`src/rtl/bus_arbiter_4_pkg.sv`:
```
`default_nettype none
//============================================================================
// Module   : bus_arbiter_4_pkg
// Purpose  : Shared constants, state encoding and helpers for the 4-way
//            round-robin bus arbiter and its pick logic.
// Revision : 1.0 - initial release
//============================================================================
package bus_arbiter_4_pkg;

    // Requester indices as seen on the shared 4-channel mux select
    localparam logic [1:0] REQ_IF  = 2'd0;
    localparam logic [1:0] REQ_MEM = 2'd1;
    localparam logic [1:0] REQ_UNC = 2'd2;
    localparam logic [1:0] REQ_DBG = 2'd3;

    // Default watchdog limit and hold-counter width
    localparam int HOLD_MAX_DEFAULT = 255;
    localparam int CNT_W_DEFAULT    = 8;

    // Arbiter state: either nobody owns the resource or one requester does
    typedef enum logic [0:0] {
        ST_IDLE = 1'b0,
        ST_OWN  = 1'b1
    } arb_state_e;

    // Convert a requester index into its one-hot grant vector
    function automatic logic [3:0] onehot4(input logic [1:0] idx);
        onehot4 = 4'b0001 << idx;
    endfunction

endpackage
`default_nettype wire

```
`src/rtl/bus_arbiter_4_rr_pick4.sv`:
```
`default_nettype none
//============================================================================
// Module   : rr_pick4
// Purpose  : Combinational round-robin picker. Searches the request mask
//            starting one position after the last pointer, wrapping mod 4,
//            and returns the first asserted index.
// Revision : 1.0 - initial release
//============================================================================
module rr_pick4
    import bus_arbiter_4_pkg::*;
(
    input  logic [3:0] i_req_mask,
    input  logic [1:0] i_last,
    output logic       o_found,
    output logic [1:0] o_winner
);

    // Candidate k (0..3) is the index last+1+k; candidate 0 has top priority
    logic [1:0] w_cand_idx [4];
    logic [3:0] w_cand_hit;
    logic [1:0] w_winner;

    genvar gi;
    generate
        for (gi = 0; gi < 4; gi++) begin : g_cand
            assign w_cand_idx[gi] = i_last + 2'(gi + 1);
            assign w_cand_hit[gi] = i_req_mask[w_cand_idx[gi]];
        end
    endgenerate

    // Priority select: walk from lowest priority up so the nearest hit wins
    always_comb begin
        w_winner = i_last;
        for (int k = 3; k >= 0; k--) begin
            if (w_cand_hit[k]) begin
                w_winner = w_cand_idx[k];
            end
        end
    end

    assign o_found  = |w_cand_hit;
    assign o_winner = w_winner;

endmodule
`default_nettype wire

```
`src/rtl/bus_arbiter_4.sv`:
```
`default_nettype none
//============================================================================
// Module   : bus_arbiter_4
// Purpose  : Round-robin arbiter sharing one resource between four
//            requesters. Grant is held until done; a hold-counter watchdog
//            revokes a hung owner and demotes it to lowest priority.
//            All outputs are registered.
// Revision : 1.0 - initial release
//============================================================================
module bus_arbiter_4
    import bus_arbiter_4_pkg::*;
#(
    parameter int HOLD_MAX = HOLD_MAX_DEFAULT,
    parameter int CNT_W    = CNT_W_DEFAULT
) (
    input  logic       clk,
    input  logic       reset,
    input  logic [3:0] req,
    input  logic       done,
    output logic [3:0] grant,
    output logic [1:0] sel,
    output logic       busy,
    output logic       timeout
);

    // Reject watchdog limits the hold counter cannot reach
    generate
        if ((HOLD_MAX < 1) || (HOLD_MAX > (2 ** CNT_W) - 1)) begin : g_bad_hold_max
            $error("bus_arbiter_4: HOLD_MAX out of range for CNT_W");
        end
    endgenerate

    // Counter value seen during the last permitted owned cycle
    localparam logic [CNT_W-1:0] c_wd_limit = CNT_W'(HOLD_MAX - 1);
    localparam logic [CNT_W-1:0] c_cnt_max  = {CNT_W{1'b1}};

    arb_state_e       r_state;
    logic [3:0]       r_grant;
    logic [1:0]       r_sel;
    logic             r_busy;
    logic             r_timeout;
    logic [1:0]       r_last;
    logic [CNT_W-1:0] r_cnt;

    logic             w_owning;
    logic [3:0]       w_owner_oh;
    logic [3:0]       w_pick_mask;
    logic [1:0]       w_pick_last;
    logic             w_done_evt;
    logic             w_wd_evt;
    logic             w_release;
    logic             w_found;
    logic [1:0]       w_winner;

    // While owning, the current owner is masked out and the search starts
    // after it, since on any release last becomes the owner's index.
    assign w_owning    = (r_state == ST_OWN);
    assign w_owner_oh  = onehot4(r_sel);
    assign w_pick_mask = w_owning ? (req & ~w_owner_oh) : req;
    assign w_pick_last = w_owning ? r_sel : r_last;

    // done wins over watchdog expiry in the same cycle, so no timeout then
    assign w_done_evt  = w_owning & done;
    assign w_wd_evt    = w_owning & ~done & (r_cnt == c_wd_limit);
    assign w_release   = w_done_evt | w_wd_evt;

    rr_pick4 u_pick (
        .i_req_mask (w_pick_mask),
        .i_last     (w_pick_last),
        .o_found    (w_found),
        .o_winner   (w_winner)
    );

    // Arbiter FSM with registered grant/sel/busy/timeout and hold counter
    always_ff @(posedge clk or posedge reset) begin
        if (reset) begin
            r_state   <= ST_IDLE;
            r_grant   <= '0;
            r_sel     <= REQ_IF;
            r_busy    <= 1'b0;
            r_timeout <= 1'b0;
            r_last    <= REQ_DBG;
            r_cnt     <= '0;
        end else begin
            r_timeout <= 1'b0;
            case (r_state)
                ST_IDLE: begin
                    // done arriving here has no owner to release and is ignored
                    if (w_found) begin
                        r_state <= ST_OWN;
                        r_grant <= onehot4(w_winner);
                        r_sel   <= w_winner;
                        r_busy  <= 1'b1;
                        r_cnt   <= '0;
                    end
                end
                ST_OWN: begin
                    if (w_release) begin
                        r_last    <= r_sel;
                        r_timeout <= w_wd_evt;
                        if (w_found) begin
                            // direct handoff, no idle bubble between owners
                            r_grant <= onehot4(w_winner);
                            r_sel   <= w_winner;
                            r_cnt   <= '0;
                        end else begin
                            // sel keeps the last owner's index while idle
                            r_state <= ST_IDLE;
                            r_grant <= '0;
                            r_busy  <= 1'b0;
                        end
                    end else if (r_cnt != c_cnt_max) begin
                        r_cnt <= r_cnt + CNT_W'(1);
                    end
                end
                default: begin
                    r_state <= ST_IDLE;
                    r_grant <= '0;
                    r_busy  <= 1'b0;
                end
            endcase
        end
    end

    assign grant   = r_grant;
    assign sel     = r_sel;
    assign busy    = r_busy;
    assign timeout = r_timeout;

endmodule
`default_nettype wire

```
`config.mk`:
```
export PLATFORM = sky130hd
export DESIGN_NAME = bus_arbiter_4
export DESIGN_NICKNAME = d
export VERILOG_FILES = /design/src/rtl/bus_arbiter_4_pkg.sv /design/src/rtl/bus_arbiter_4_rr_pick4.sv /design/src/rtl/bus_arbiter_4.sv
export SDC_FILE = /design/constraint.sdc
export NUM_CORES = 1
export LEC_CHECK = 0
export CELL_PAD_IN_SITES_DETAIL_PLACEMENT = 0
export CELL_PAD_IN_SITES_GLOBAL_PLACEMENT = 1
export CORE_MARGIN = 2
export CORE_UTILIZATION = 35
export DETAILED_ROUTE_END_ITERATION = 6
export GPL_ROUTABILITY_DRIVEN = 0
export PLACE_DENSITY_LB_ADDON = 0.05
export SLEW_MARGIN = 20
export SYNTH_ARGS = -nofsm -noshare
export SYNTH_HDL_FRONTEND = slang
export SYNTH_SLANG_ARGS = --single-unit
```
`constraint.sdc`:
```
create_clock -name clk -period 3.55 [get_ports clk]
set_input_delay 0.355 -clock clk [delete_from_list [all_inputs] [get_ports clk]]
set_output_delay 0.355 -clock clk [all_outputs]
set_load 0.05 [all_outputs]
```
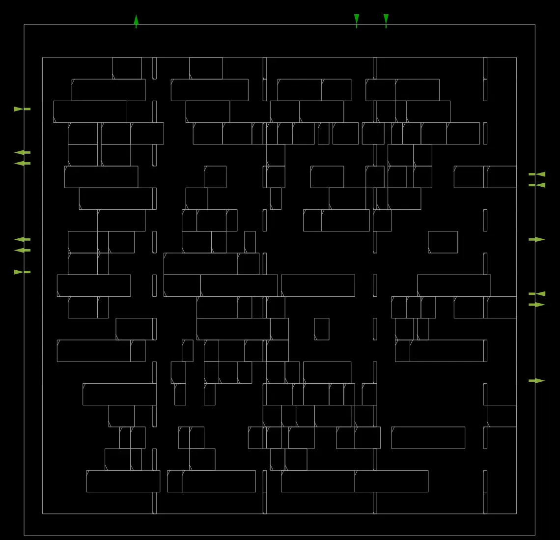
Fig. 1. Cell outlines without signal wires (run 1).
n_taps: 46
number of filler instances in the final layout: 342
filler-free cell count of the finished design: 186
Seq/total area: 32.9%

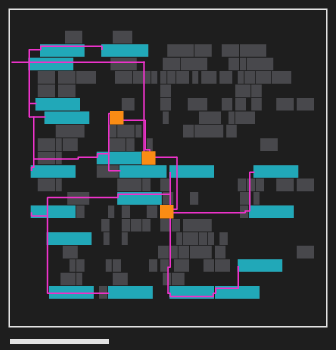
Fig. 2. Clock network drawn from the DEF (run 1).
Bar = 20 µm.
Key: orange = clock drivers [count 3]; cyan = flip-flops [count 19]; magenta = clock wires [length 289 µm]
There are 4 routed clock nets.

==> summary.json, run 1 <==
{
  "synth_area_per_cell": {"value": 9.99, "unit": "µm²"},
  "ios": {"value": 15},
  "cts_tree": {"value": "done"},
  "ctsHtreeMaxLevel": {"value": 1},
  "ys_top_logic_family": {"value": "AND-OR/OR-AND gates"},
  "list_of_most_frequent_post_synthesis_cells": {"value": "dfrtp_1 (17), inv_1 (9), nand2_1 (8), nand3_1 (8), o21ai_0 (8)"},
  "worst_slack_placed": {"value": 1.28, "unit": "ns"},
  "p_switching": {"value": 0.000486, "unit": "W"},
  "cp_data_required_time": {"value": 3.79, "unit": "ns"},
  "drt-met1-wl": {"value": 1.45, "unit": "mm"},
  "seq_cells": {"value": 19},
  "total_routing_usage_reported_by_global_routing": {"value": 15.2, "unit": "%"},
  "simple_gate_area_share_of_the_yosys_netlist": {"value": 17.6, "unit": "%"},
  "final_period_demand_of_the_worst_path": {"value": 2.13, "unit": "ns"},
  "nets": {"value": 150},
  "synthesis.area": {"value": 1260, "unit": "µm²"},
  "logic_area": {"value": 717, "unit": "µm²"},
  "number_of_clock_sinks": {"value": 19},
  "clk_transition_reported_paths": {"value": 0.13, "unit": "ns"},
  "clockNetworkAreaShare": {"value": 1.89, "unit": "%"},
  "timing.hold.worst.class": {"value": "in2async"},
  "endpoint_kind": {"value": "flop"},
  "maxSlewViolCount": {"value": 0},
  "critical_path_cell_list": {"value": "nand2b_1, a41oi_2, nand2_1, o22a_1, a31oi_1"},
  "ctsRootBufferMaster": {"value": "clkbuf_4"},
  "route.met3.wl": {"value": 134, "unit": "µm"},
  "regToRegSetupSlack": {"value": 1.42, "unit": "ns"},
  "layout.cells.most_common_list": {"value": "dfrtp_1 (17), clkdlybuf4s50_1 (14), inv_1 (9)"},
  "route.antenna.remaining_nets": {"value": 0},
  "fp_util": {"value": 37.1, "unit": "%"},
  "ys_sh_mux": {"value": 10.7, "unit": "%"},
  "highest_routed_metal_layer": {"value": "met4"},
  "r2r-end": {"value": "r_cnt[4]$_DFFE_PP0P_"},
  "largest_net_degree_at_the_start_of_global_routing": {"value": 20},
  "and_or_or_and_share_of_the_synthesized_area": {"value": 26.6, "unit": "%"},
  "globalRouteMet1Util": {"value": 23.8, "unit": "%"},
  "global_route_met3_usage": {"value": 2.82, "unit": "%"},
  "dr.pass1.iters": {"value": 4},
  "hpwl": {"value": 2.04, "unit": "mm"},
  "yosysWarningCount": {"value": 0},
  "cellLeakagePower": {"value": 0.636, "unit": "nW"},
  "setup_tns_after_final_layout": {"value": 0, "unit": "ns"},
  "enable_flop_cells": {"value": 0},
  "setup_viol": {"value": 0},
  "area_dominant_class": {"value": "combinational gates"},
  "largest_register_ffs": {"value": 8},
  "cts.hold.buffers_added": {"value": 0},
  "first_global_vias": {"value": 1000},
  "run_status": {"value": "complete, no violations"},
  "layout-area-overhead-vs-synth": {"value": 15.5, "unit": "%"},
  "tightest_slew": {"value": 0.730, "unit": "ns"},
  "rsz0062_at_grt": {"value": "false"},
  "inv_count": {"value": 9},
  "final_hold_viol_count": {"value": 0},
  "worstSetupStartpoint": {"value": "r_state$_DFF_PP0_"},
  "placementRows": {"value": 21},
  "report.power.total": {"value": 0.00106, "unit": "W"},
  "routedWlPerCell": {"value": 14.7, "unit": "µm"},
  "post_cts_resized": {"value": 0},
  "cp_num_cells": {"value": 5},
  "worst-endpoint-arrival": {"value": 2.37, "unit": "ns"},
  "worstPathBufferInverterCount": {"value": 0},
  "cts.repair_timing.setup_buffer_count": {"value": 0},
  "clock_latency": {"value": 0.31, "unit": "ns"},
  "registers.top_by_ff_count": {"value": "r_cnt"},
  "nonclk_buf_share": {"value": 9.64, "unit": "%"},
  "nClkBuffers": {"value": 3},
  "max-vdd-ir-drop": {"value": 0.000389, "unit": "V"},
  "worst_setup_path_endpoint": {"value": "r_cnt[4]$_DFFE_PP0P_"},
  "yosys_register_bits": {"value": 19},
  "cts_made_buffers": {"value": 3},
  "p_sw_share": {"value": 46.0, "unit": "%"},
  "worst_case_clock_skew": {"value": 0.0186, "unit": "ns"},
  "via_per_inst": {"value": 5.47},
  "cell_depth_of_the_worst_flop_to_flop_path": {"value": 5},
  "biggest_area_consumer_among_synthesized_cells": {"value": "dfrtp_1"},
  "grt_pass1_wl": {"value": 4.91, "unit": "mm"},
  "pg_comb": {"value": 0.000560, "unit": "W"},
  "die-width": {"value": 64.0, "unit": "µm"},
  "grt_most_used_layer": {"value": "met1"},
  "layout.area.seq": {"value": 478, "unit": "µm²"},
  "placeableCoreArea": {"value": 3390, "unit": "µm²"},
  "crit_path_max_incr_delay": {"value": 0.63, "unit": "ns"},
  "fin_area": {"value": 1450, "unit": "µm²"},
  "crit-reg2reg-launch": {"value": "r_state$_DFF_PP0_"},
  "ys_area": {"value": 1260, "unit": "µm²"},
  "p_int": {"value": 0.000570, "unit": "W"},
  "comb_power_share": {"value": 53.0, "unit": "%"},
  "yosys.area_share.xor_xnor": {"value": 0, "unit": "%"},
  "final.signal_buffer_count": {"value": 14},
  "worst_hold_slack": {"value": 0.449, "unit": "ns"},
  "yosys_cells": {"value": 126},
  "finalClockPeriodUsage": {"value": 60.1, "unit": "%"},
  "synthesis.instances": {"value": 126},
  "ff_type": {"value": "dfrtp_1"},
  "post_synth_seq_share": {"value": 38.0, "unit": "%"},
  "post-synth-top-count-cell": {"value": "dfrtp_1"},
  "finalWirelength": {"value": 2.74, "unit": "mm"},
  "detailroute.wirelength.met2": {"value": 1.14, "unit": "mm"},
  "stage_log_warnings": {"value": 27},
  "grt_use_met2": {"value": 20.7, "unit": "%"},
  "drc": {"value": 0},
  "lay_top_count": {"value": "dfrtp_1"},
  "synth_top_area_share": {"value": 33.8, "unit": "%"},
  "chipArea": {"value": 4090, "unit": "µm²"},
  "critical_path.slowest_cell": {"value": "dfrtp_1"},
  "power.density": {"value": 726, "unit": "nW/µm²"},
  "fmax": {"value": 469, "unit": "MHz"},
  "clock_net_power": {"value": 0.000114, "unit": "W"},
  "slew-limit-headroom": {"value": 51.3, "unit": "%"},
  "worst_slack": {"value": 1.42, "unit": "ns"},
  "seq_power_share": {"value": 36.2, "unit": "%"},
  "power.clock.fraction": {"value": 10.8, "unit": "%"},
  "cp-start-kind": {"value": "flop"},
  "post_dp_cell_area": {"value": 1430, "unit": "µm²"},
  "place_inst": {"value": 182},
  "vias": {"value": 1017},
  "synth-async-reset-ratio": {"value": 100, "unit": "%"},
  "number_of_antenna_violations_at_the_first_check_in_global_routing": {"value": 0},
  "grt.overflow.total": {"value": 0},
  "timing.critical_path.fanout_max": {"value": 14},
  "worst-setup-path-type": {"value": "reg2reg"},
  "layout.core_utilization": {"value": 42.9, "unit": "%"},
  "fraction_of_area_in_multi_input_gates": {"value": 49.3, "unit": "%"},
  "drt-initial-drc-count": {"value": 73},
  "cpLargestDelayFamily": {"value": "AND-OR/OR-AND gates"},
  "layout-drive-gt1-share": {"value": 17.9, "unit": "%"},
  "max_cap_viol_count": {"value": 0},
  "netlist-cell-type-count": {"value": 48},
  "multi_input_gates": {"value": 94},
  "powerSeq": {"value": 0.000382, "unit": "W"},
  "synth.top_cells.by_area": {"value": "dfrtp_1 (34%), mux2_4 (4.8%), dfstp_2 (4.2%)"},
  "top_power_group": {"value": "combinational logic"},
  "buffer_ports.inserted": {"value": 14}
}
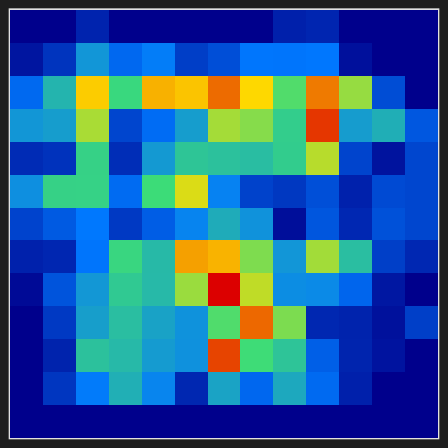
Fig. 3. Routed metal per tile (run 1).
The die is cut into 13 by 13 equal tiles; dark blue is low, red is high, scaled to the fullest tile. Values are wire area over tile area, all layers added.
The fullest tile reaches 0.40. 15% of the tiles are over half the peak. The emptiest ninth of the die: south-east.

Fig. 4: run 1, sizing map
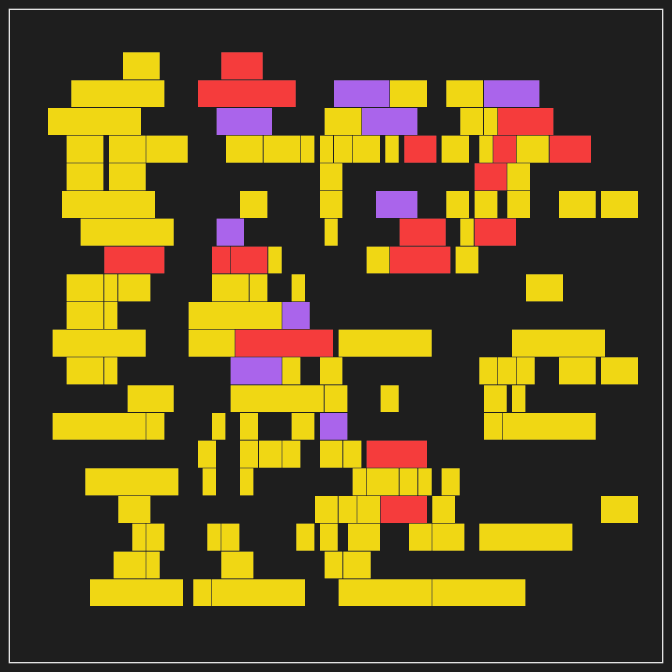

==> inputs of run 2 (changes only) <==
- clock period: 3.55 -> 1.9 ns (I/O delays scaled with it)
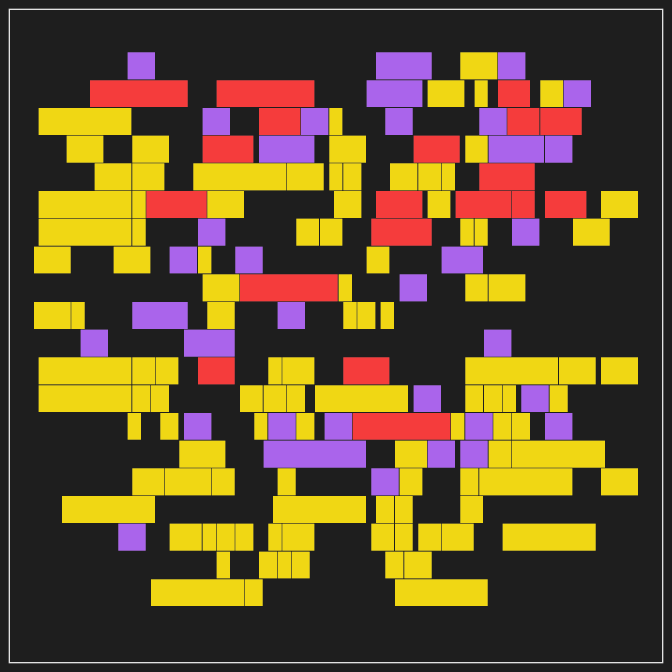
Fig. 5. Sizing map (run 2).
Key: red = _2 cells [cells 19]; purple = _3 and _4 cells [cells 35, most used buf_4]; yellow = _0 and _1 cells [cells 109, most used dfrtp_1]

==> run 2 against run 1 <==
The flow now finishes with violations (setup timing). Clock-buffer cell count increased by 1. Routed wire length rose by 9.1%. Flip-flop count unchanged. Worst hold slack worse by 0.25 ns. Design area up 14%. Critical path depth stayed put. Core utilization is 6.0 points higher. Via count grew 8.0%.
==> summary.json, run 2 <==
{
  "cts_made_buffers": {"value": 3, "change": "unchanged"},
  "layout-drive-gt1-share": {"value": 33.1, "unit": "%", "change": "+15 points"},
  "cp_data_required_time": {"value": 2.09, "unit": "ns", "change": "-1.70 ns"},
  "powerSeq": {"value": 0.000675, "unit": "W", "change": "+77%"},
  "yosys_register_bits": {"value": 19, "change": "unchanged"},
  "grt_most_used_layer": {"value": "met1"},
  "biggest_area_consumer_among_synthesized_cells": {"value": "dfrtp_1"},
  "dr.pass1.iters": {"value": 4, "change": "unchanged"},
  "cts.hold.buffers_added": {"value": 0, "change": "unchanged"},
  "placeableCoreArea": {"value": 3390, "unit": "µm²", "change": "unchanged"},
  "synth-async-reset-ratio": {"value": 100, "unit": "%", "change": "unchanged"},
  "synth_area_per_cell": {"value": 9.99, "unit": "µm²", "change": "unchanged"},
  "worstSetupStartpoint": {"value": "r_last[0]$_DFFE_PP1P_"},
  "slew-limit-headroom": {"value": 65.6, "unit": "%", "change": "+14 points"},
  "setup_tns_after_final_layout": {"value": -0.0273, "unit": "ns", "change": "-0.0273 ns"},
  "routedWlPerCell": {"value": 14.3, "unit": "µm", "change": "-2.9%"},
  "final.signal_buffer_count": {"value": 37, "change": "+23"},
  "ff_type": {"value": "dfrtp_1"},
  "largest_net_degree_at_the_start_of_global_routing": {"value": 20, "change": "unchanged"},
  "worst-endpoint-arrival": {"value": 2.10, "unit": "ns", "change": "-0.27 ns"},
  "crit_path_max_incr_delay": {"value": 0.59, "unit": "ns", "change": "-0.04 ns"},
  "setup_viol": {"value": 2, "change": "+2"},
  "route.met3.wl": {"value": 112, "unit": "µm", "change": "-16%"},
  "worst_case_clock_skew": {"value": 0.00708, "unit": "ns", "change": "-0.0115 ns"},
  "report.power.total": {"value": 0.00215, "unit": "W", "change": "+100%"},
  "violations_in_the_final_reports": {"value": "setup timing"},
  "r2r-end": {"value": "grant[1]$_DFFE_PP0P_"},
  "cpLargestDelayFamily": {"value": "AND-OR/OR-AND gates"},
  "area_dominant_class": {"value": "combinational gates"},
  "ys_area": {"value": 1260, "unit": "µm²", "change": "unchanged"},
  "p_sw_share": {"value": 44.3, "unit": "%", "change": "-1.7 points"},
  "synthesis.instances": {"value": 126, "change": "unchanged"},
  "layout.core_utilization": {"value": 48.9, "unit": "%", "change": "+6.0 points"},
  "cell_depth_of_the_worst_flop_to_flop_path": {"value": 5, "change": "unchanged"},
  "comb_power_share": {"value": 59.0, "unit": "%", "change": "+6.0 points"},
  "ctsHtreeMaxLevel": {"value": 1, "change": "unchanged"},
  "fp_util": {"value": 37.1, "unit": "%", "change": "unchanged"},
  "p_int": {"value": 0.00120, "unit": "W", "change": "+110%"},
  "place_inst": {"value": 205, "change": "+13%"},
  "registers.top_by_ff_count": {"value": "r_cnt"},
  "worst_slack": {"value": -0.0169, "unit": "ns", "change": "-1.43 ns"},
  "drt-met1-wl": {"value": 1.58, "unit": "mm", "change": "+9.4%"},
  "critical_path_cell_list": {"value": "mux2_4, o22ai_2, nand2_1, a221o_1, a32o_1"},
  "maxSlewViolCount": {"value": 0, "change": "unchanged"},
  "yosys.area_share.xor_xnor": {"value": 0, "unit": "%", "change": "unchanged"},
  "post-synth-top-count-cell": {"value": "dfrtp_1"},
  "max_cap_viol_count": {"value": 0, "change": "unchanged"},
  "p_switching": {"value": 0.000953, "unit": "W", "change": "+96%"},
  "cellLeakagePower": {"value": 0.751, "unit": "nW", "change": "+18%"},
  "worstPathBufferInverterCount": {"value": 0, "change": "unchanged"},
  "run_status": {"value": "finished with violations"},
  "multi_input_gates": {"value": 94, "change": "unchanged"},
  "seq_power_share": {"value": 31.4, "unit": "%", "change": "-4.8 points"},
  "fin_area": {"value": 1660, "unit": "µm²", "change": "+14%"},
  "worst_slack_placed": {"value": -0.136, "unit": "ns", "change": "-1.41 ns"},
  "worst_hold_slack": {"value": 0.200, "unit": "ns", "change": "-0.249 ns"},
  "final_period_demand_of_the_worst_path": {"value": 1.92, "unit": "ns", "change": "-0.217 ns"},
  "ctsRootBufferMaster": {"value": "clkbuf_4"},
  "route.antenna.remaining_nets": {"value": 0, "change": "unchanged"},
  "grt_pass1_wl": {"value": 5.00, "unit": "mm", "change": "+1.8%"},
  "seq_cells": {"value": 19, "change": "unchanged"},
  "globalRouteMet1Util": {"value": 23.5, "unit": "%", "change": "-0.33 points"},
  "regToRegSetupSlack": {"value": -0.02, "unit": "ns", "change": "-1.43 ns"},
  "top_power_group": {"value": "combinational logic"},
  "largest_register_ffs": {"value": 8, "change": "unchanged"},
  "via_per_inst": {"value": 5.25, "change": "-3.9%"},
  "endpoint_kind": {"value": "flop"},
  "nets": {"value": 173, "change": "+15%"},
  "list_of_most_frequent_post_synthesis_cells": {"value": "dfrtp_1 (17), inv_1 (9), nand2_1 (8), nand3_1 (8), o21ai_0 (8)"},
  "n_taps": {"value": 46, "change": "unchanged"},
  "lay_top_count": {"value": "buf_4"},
  "number_of_clock_sinks": {"value": 19, "change": "unchanged"},
  "and_or_or_and_share_of_the_synthesized_area": {"value": 26.6, "unit": "%", "change": "unchanged"},
  "stage_log_warnings": {"value": 29, "change": "+7.4%"},
  "synth.top_cells.by_area": {"value": "dfrtp_1 (34%), mux2_4 (4.8%), dfstp_2 (4.2%)"},
  "fillCellCount": {"value": 319, "change": "-6.7%"},
  "number_of_antenna_violations_at_the_first_check_in_global_routing": {"value": 0, "change": "unchanged"},
  "drc": {"value": 0, "change": "unchanged"},
  "worst_setup_path_endpoint": {"value": "grant[1]$_DFFE_PP0P_"},
  "ios": {"value": 15, "change": "unchanged"},
  "synth_top_area_share": {"value": 33.8, "unit": "%", "change": "unchanged"},
  "yosys_cells": {"value": 126, "change": "unchanged"},
  "seqAreaFraction": {"value": 29.0, "unit": "%", "change": "-3.9 points"},
  "clock_latency": {"value": 0.29, "unit": "ns", "change": "-0.02 ns"},
  "highest_routed_metal_layer": {"value": "met4"},
  "final_hold_viol_count": {"value": 0, "change": "unchanged"},
  "clock_net_power": {"value": 0.000206, "unit": "W", "change": "+81%"},
  "layout-area-overhead-vs-synth": {"value": 31.6, "unit": "%"},
  "post_synth_seq_share": {"value": 38.0, "unit": "%", "change": "unchanged"},
  "netlist-cell-type-count": {"value": 48, "change": "unchanged"},
  "synthesis.area": {"value": 1260, "unit": "µm²", "change": "unchanged"},
  "drt-initial-drc-count": {"value": 38, "change": "-48%"},
  "cts.repair_timing.setup_buffer_count": {"value": 0, "change": "unchanged"},
  "pg_comb": {"value": 0.00127, "unit": "W", "change": "+130%"},
  "global_route_met3_usage": {"value": 3.70, "unit": "%", "change": "+0.88 points"},
  "crit-reg2reg-launch": {"value": "r_last[0]$_DFFE_PP1P_"},
  "rsz0062_at_grt": {"value": "true"},
  "power.clock.fraction": {"value": 9.6, "unit": "%", "change": "-1.2 points"},
  "tightest_slew": {"value": 0.511, "unit": "ns", "change": "-0.219 ns"},
  "cp_num_cells": {"value": 5, "change": "unchanged"},
  "cts_tree": {"value": "done"},
  "grt_use_met2": {"value": 22.5, "unit": "%", "change": "+1.8 points"},
  "placementRows": {"value": 21, "change": "unchanged"},
  "critical_path.slowest_cell": {"value": "dfstp_2"},
  "power.density": {"value": 1300, "unit": "nW/µm²", "change": "+79%"}
}
==> inputs of run 3 (changes only) <==
- CAP_MARGIN: not set -> 15
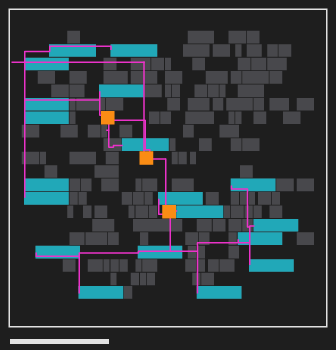
Fig. 6. Clock network drawn from the DEF (run 3).
Bar = 20 µm.
Key: cyan = flip-flops [count 19]; magenta = clock wires [length 255 µm]; orange = clock drivers [count 3]
There are 4 routed clock nets.

==> run 3 against run 2 <==
The run still ends with setup timing left. Power unchanged. Synthesized cell count unchanged. Synthesized area unchanged. Die size unchanged. Non-clock buffer count unchanged. Via count unchanged. Routed wire length unchanged. Design area unchanged. Worst hold slack unchanged. Flip-flop count unchanged. Critical path type unchanged.
==> summary.json, run 3 <==
{
  "cts_tree": {"value": "done"},
  "p_int": {"value": 0.00120, "unit": "W", "change": "unchanged"},
  "globalRouteMet1Util": {"value": 23.5, "unit": "%", "change": "unchanged"},
  "yosys.area_share.xor_xnor": {"value": 0, "unit": "%", "change": "unchanged"},
  "p_sw_share": {"value": 44.3, "unit": "%", "change": "unchanged"},
  "final_period_demand_of_the_worst_path": {"value": 1.92, "unit": "ns", "change": "unchanged"},
  "synth_area_per_cell": {"value": 9.99, "unit": "µm²", "change": "unchanged"},
  "yosys_cells": {"value": 126, "change": "unchanged"},
  "ff_type": {"value": "dfrtp_1"},
  "drt-met1-wl": {"value": 1.58, "unit": "mm", "change": "unchanged"},
  "slew-limit-headroom": {"value": 65.6, "unit": "%", "change": "unchanged"},
  "power.density": {"value": 1300, "unit": "nW/µm²", "change": "unchanged"},
  "post-synth-top-count-cell": {"value": "dfrtp_1"},
  "report.power.total": {"value": 0.00215, "unit": "W", "change": "unchanged"},
  "ys_sh_mux": {"value": 10.7, "unit": "%"},
  "stage_log_warnings": {"value": 29, "change": "unchanged"},
  "post_cts_resized": {"value": 1},
  "route.antenna.remaining_nets": {"value": 0, "change": "unchanged"},
  "yosys_register_bits": {"value": 19, "change": "unchanged"},
  "simple_gate_area_share_of_the_yosys_netlist": {"value": 17.6, "unit": "%"},
  "cp_data_required_time": {"value": 2.09, "unit": "ns", "change": "about the same"},
  "top_power_group": {"value": "combinational logic"},
  "nets": {"value": 173, "change": "unchanged"},
  "clock_net_power": {"value": 0.000206, "unit": "W", "change": "about the same"},
  "first_global_vias": {"value": 1051},
  "run_status": {"value": "finished with violations"},
  "cell_depth_of_the_worst_flop_to_flop_path": {"value": 5, "change": "unchanged"},
  "synth.top_cells.by_area": {"value": "dfrtp_1 (34%), mux2_4 (4.8%), dfstp_2 (4.2%)"},
  "rsz0062_at_grt": {"value": "true"},
  "list_of_most_frequent_post_synthesis_cells": {"value": "dfrtp_1 (17), inv_1 (9), nand2_1 (8), nand3_1 (8), o21ai_0 (8)"},
  "largest_net_degree_at_the_start_of_global_routing": {"value": 20, "change": "unchanged"},
  "cts_made_buffers": {"value": 3, "change": "unchanged"},
  "netlist-cell-type-count": {"value": 48, "change": "unchanged"},
  "powerSeq": {"value": 0.000675, "unit": "W", "change": "about the same"},
  "routedWlPerCell": {"value": 14.3, "unit": "µm", "change": "unchanged"},
  "ctsRootBufferMaster": {"value": "clkbuf_4"},
  "number_of_clock_sinks": {"value": 19, "change": "unchanged"},
  "worst_slack": {"value": -0.0169, "unit": "ns", "change": "unchanged"},
  "ios": {"value": 15, "change": "unchanged"},
  "max_cap_viol_count": {"value": 0, "change": "unchanged"},
  "power.clock.fraction": {"value": 9.6, "unit": "%", "change": "about the same"},
  "clock_latency": {"value": 0.29, "unit": "ns", "change": "about the same"},
  "ctsHtreeMaxLevel": {"value": 1, "change": "unchanged"},
  "crit_path_max_incr_delay": {"value": 0.59, "unit": "ns", "change": "about the same"},
  "dr.pass1.iters": {"value": 4, "change": "unchanged"},
  "highest_routed_metal_layer": {"value": "met4"},
  "comb_power_share": {"value": 59.0, "unit": "%", "change": "about the same"},
  "p_switching": {"value": 0.000953, "unit": "W", "change": "unchanged"},
  "seq_power_share": {"value": 31.4, "unit": "%", "change": "about the same"},
  "placeableCoreArea": {"value": 3390, "unit": "µm²", "change": "unchanged"},
  "multi_input_gates": {"value": 94, "change": "unchanged"},
  "cp_num_cells": {"value": 5, "change": "unchanged"},
  "lay_top_count": {"value": "buf_4"},
  "worst_hold_slack": {"value": 0.200, "unit": "ns", "change": "unchanged"},
  "grt_most_used_layer": {"value": "met1"},
  "layout-drive-gt1-share": {"value": 33.1, "unit": "%", "change": "unchanged"},
  "cpLargestDelayFamily": {"value": "AND-OR/OR-AND gates"},
  "pg_comb": {"value": 0.00127, "unit": "W", "change": "about the same"},
  "grt_pass1_wl": {"value": 5.00, "unit": "mm", "change": "unchanged"},
  "worstSetupStartpoint": {"value": "r_last[0]$_DFFE_PP1P_"},
  "drt-initial-drc-count": {"value": 38, "change": "unchanged"},
  "worst_setup_path_endpoint": {"value": "grant[1]$_DFFE_PP0P_"},
  "seqAreaFraction": {"value": 29.0, "unit": "%", "change": "unchanged"},
  "drc": {"value": 0, "change": "unchanged"},
  "regToRegSetupSlack": {"value": -0.02, "unit": "ns", "change": "about the same"},
  "violations_in_the_final_reports": {"value": "setup timing"},
  "crit-reg2reg-launch": {"value": "r_last[0]$_DFFE_PP1P_"},
  "biggest_area_consumer_among_synthesized_cells": {"value": "dfrtp_1"},
  "synthesis.area": {"value": 1260, "unit": "µm²", "change": "unchanged"},
  "synthesis.instances": {"value": 126, "change": "unchanged"},
  "cts.repair_timing.setup_buffer_count": {"value": 0, "change": "unchanged"},
  "number_of_antenna_violations_at_the_first_check_in_global_routing": {"value": 0, "change": "unchanged"},
  "worst_case_clock_skew": {"value": 0.00708, "unit": "ns", "change": "unchanged"},
  "ys_area": {"value": 1260, "unit": "µm²", "change": "unchanged"},
  "final.signal_buffer_count": {"value": 37, "change": "unchanged"},
  "worstPathBufferInverterCount": {"value": 0, "change": "unchanged"},
  "r2r-end": {"value": "grant[1]$_DFFE_PP0P_"},
  "seq_cells": {"value": 19, "change": "unchanged"},
  "worst-setup-path-type": {"value": "reg2reg"},
  "largest_register_ffs": {"value": 8, "change": "unchanged"},
  "setup_tns_after_final_layout": {"value": -0.0273, "unit": "ns", "change": "unchanged"},
  "tightest_slew": {"value": 0.511, "unit": "ns", "change": "unchanged"},
  "fp_util": {"value": 37.1, "unit": "%", "change": "unchanged"},
  "endpoint_kind": {"value": "flop"},
  "area_dominant_class": {"value": "combinational gates"},
  "setup_viol": {"value": 2, "change": "unchanged"},
  "final_hold_viol_count": {"value": 0, "change": "unchanged"},
  "registers.top_by_ff_count": {"value": "r_cnt"},
  "synth-async-reset-ratio": {"value": 100, "unit": "%", "change": "unchanged"},
  "cts.hold.buffers_added": {"value": 0, "change": "unchanged"},
  "layout.core_utilization": {"value": 48.9, "unit": "%", "change": "unchanged"},
  "via_per_inst": {"value": 5.25, "change": "unchanged"},
  "maxSlewViolCount": {"value": 0, "change": "unchanged"},
  "global_route_met3_usage": {"value": 3.70, "unit": "%", "change": "unchanged"},
  "grt_use_met2": {"value": 22.5, "unit": "%", "change": "unchanged"},
  "n_taps": {"value": 46, "change": "unchanged"},
  "place_inst": {"value": 205, "change": "unchanged"},
  "route.met3.wl": {"value": 112, "unit": "µm", "change": "unchanged"},
  "layout-area-overhead-vs-synth": {"value": 31.6, "unit": "%", "change": "unchanged"},
  "worst-endpoint-arrival": {"value": 2.10, "unit": "ns", "change": "about the same"},
  "worst_slack_placed": {"value": -0.136, "unit": "ns", "change": "unchanged"},
  "fillCellCount": {"value": 319, "change": "unchanged"},
  "cellLeakagePower": {"value": 0.751, "unit": "nW", "change": "unchanged"},
  "fin_area": {"value": 1660, "unit": "µm²", "change": "unchanged"},
  "synth_top_area_share": {"value": 33.8, "unit": "%", "change": "unchanged"},
  "placementRows": {"value": 21, "change": "unchanged"},
  "critical_path_cell_list": {"value": "mux2_4, o22ai_2, nand2_1, a221o_1, a32o_1"},
  "post_synth_seq_share": {"value": 38.0, "unit": "%", "change": "unchanged"},
  "and_or_or_and_share_of_the_synthesized_area": {"value": 26.6, "unit": "%", "change": "unchanged"},
  "finish.cell_count_without_fillers": {"value": 209},
  "critical_path.slowest_cell": {"value": "dfstp_2"}
}

==> screenshots <==
Sequential cells grouped by signal name.
Bar = 20 µm.
Plate I
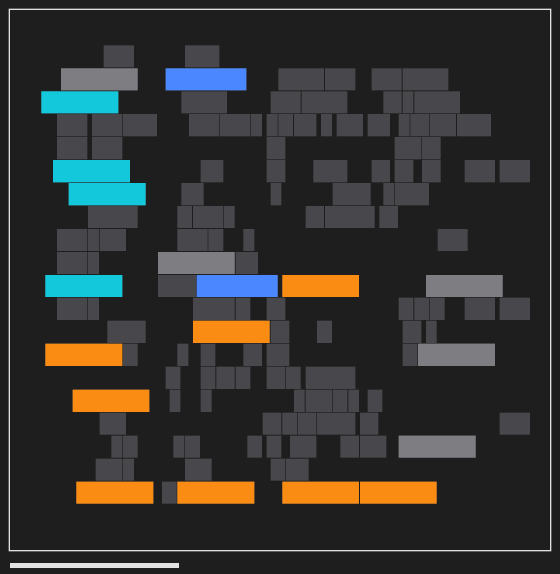
Plate II
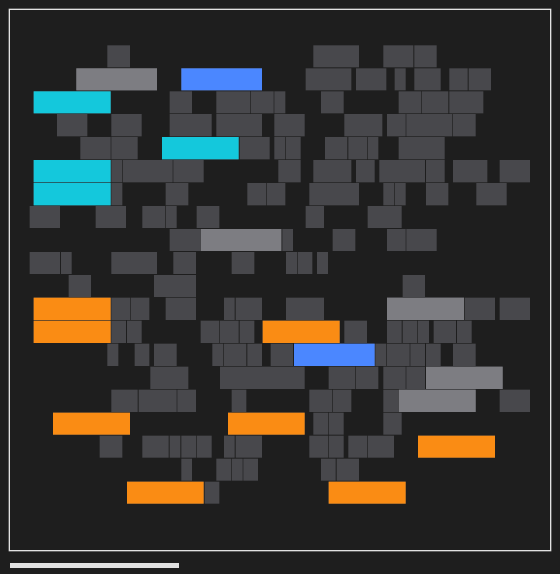
For run 1, see Plate I.
For run 2, see Plate II.

Power figures rest on the tool's default switching activity, not on a simulated workload.
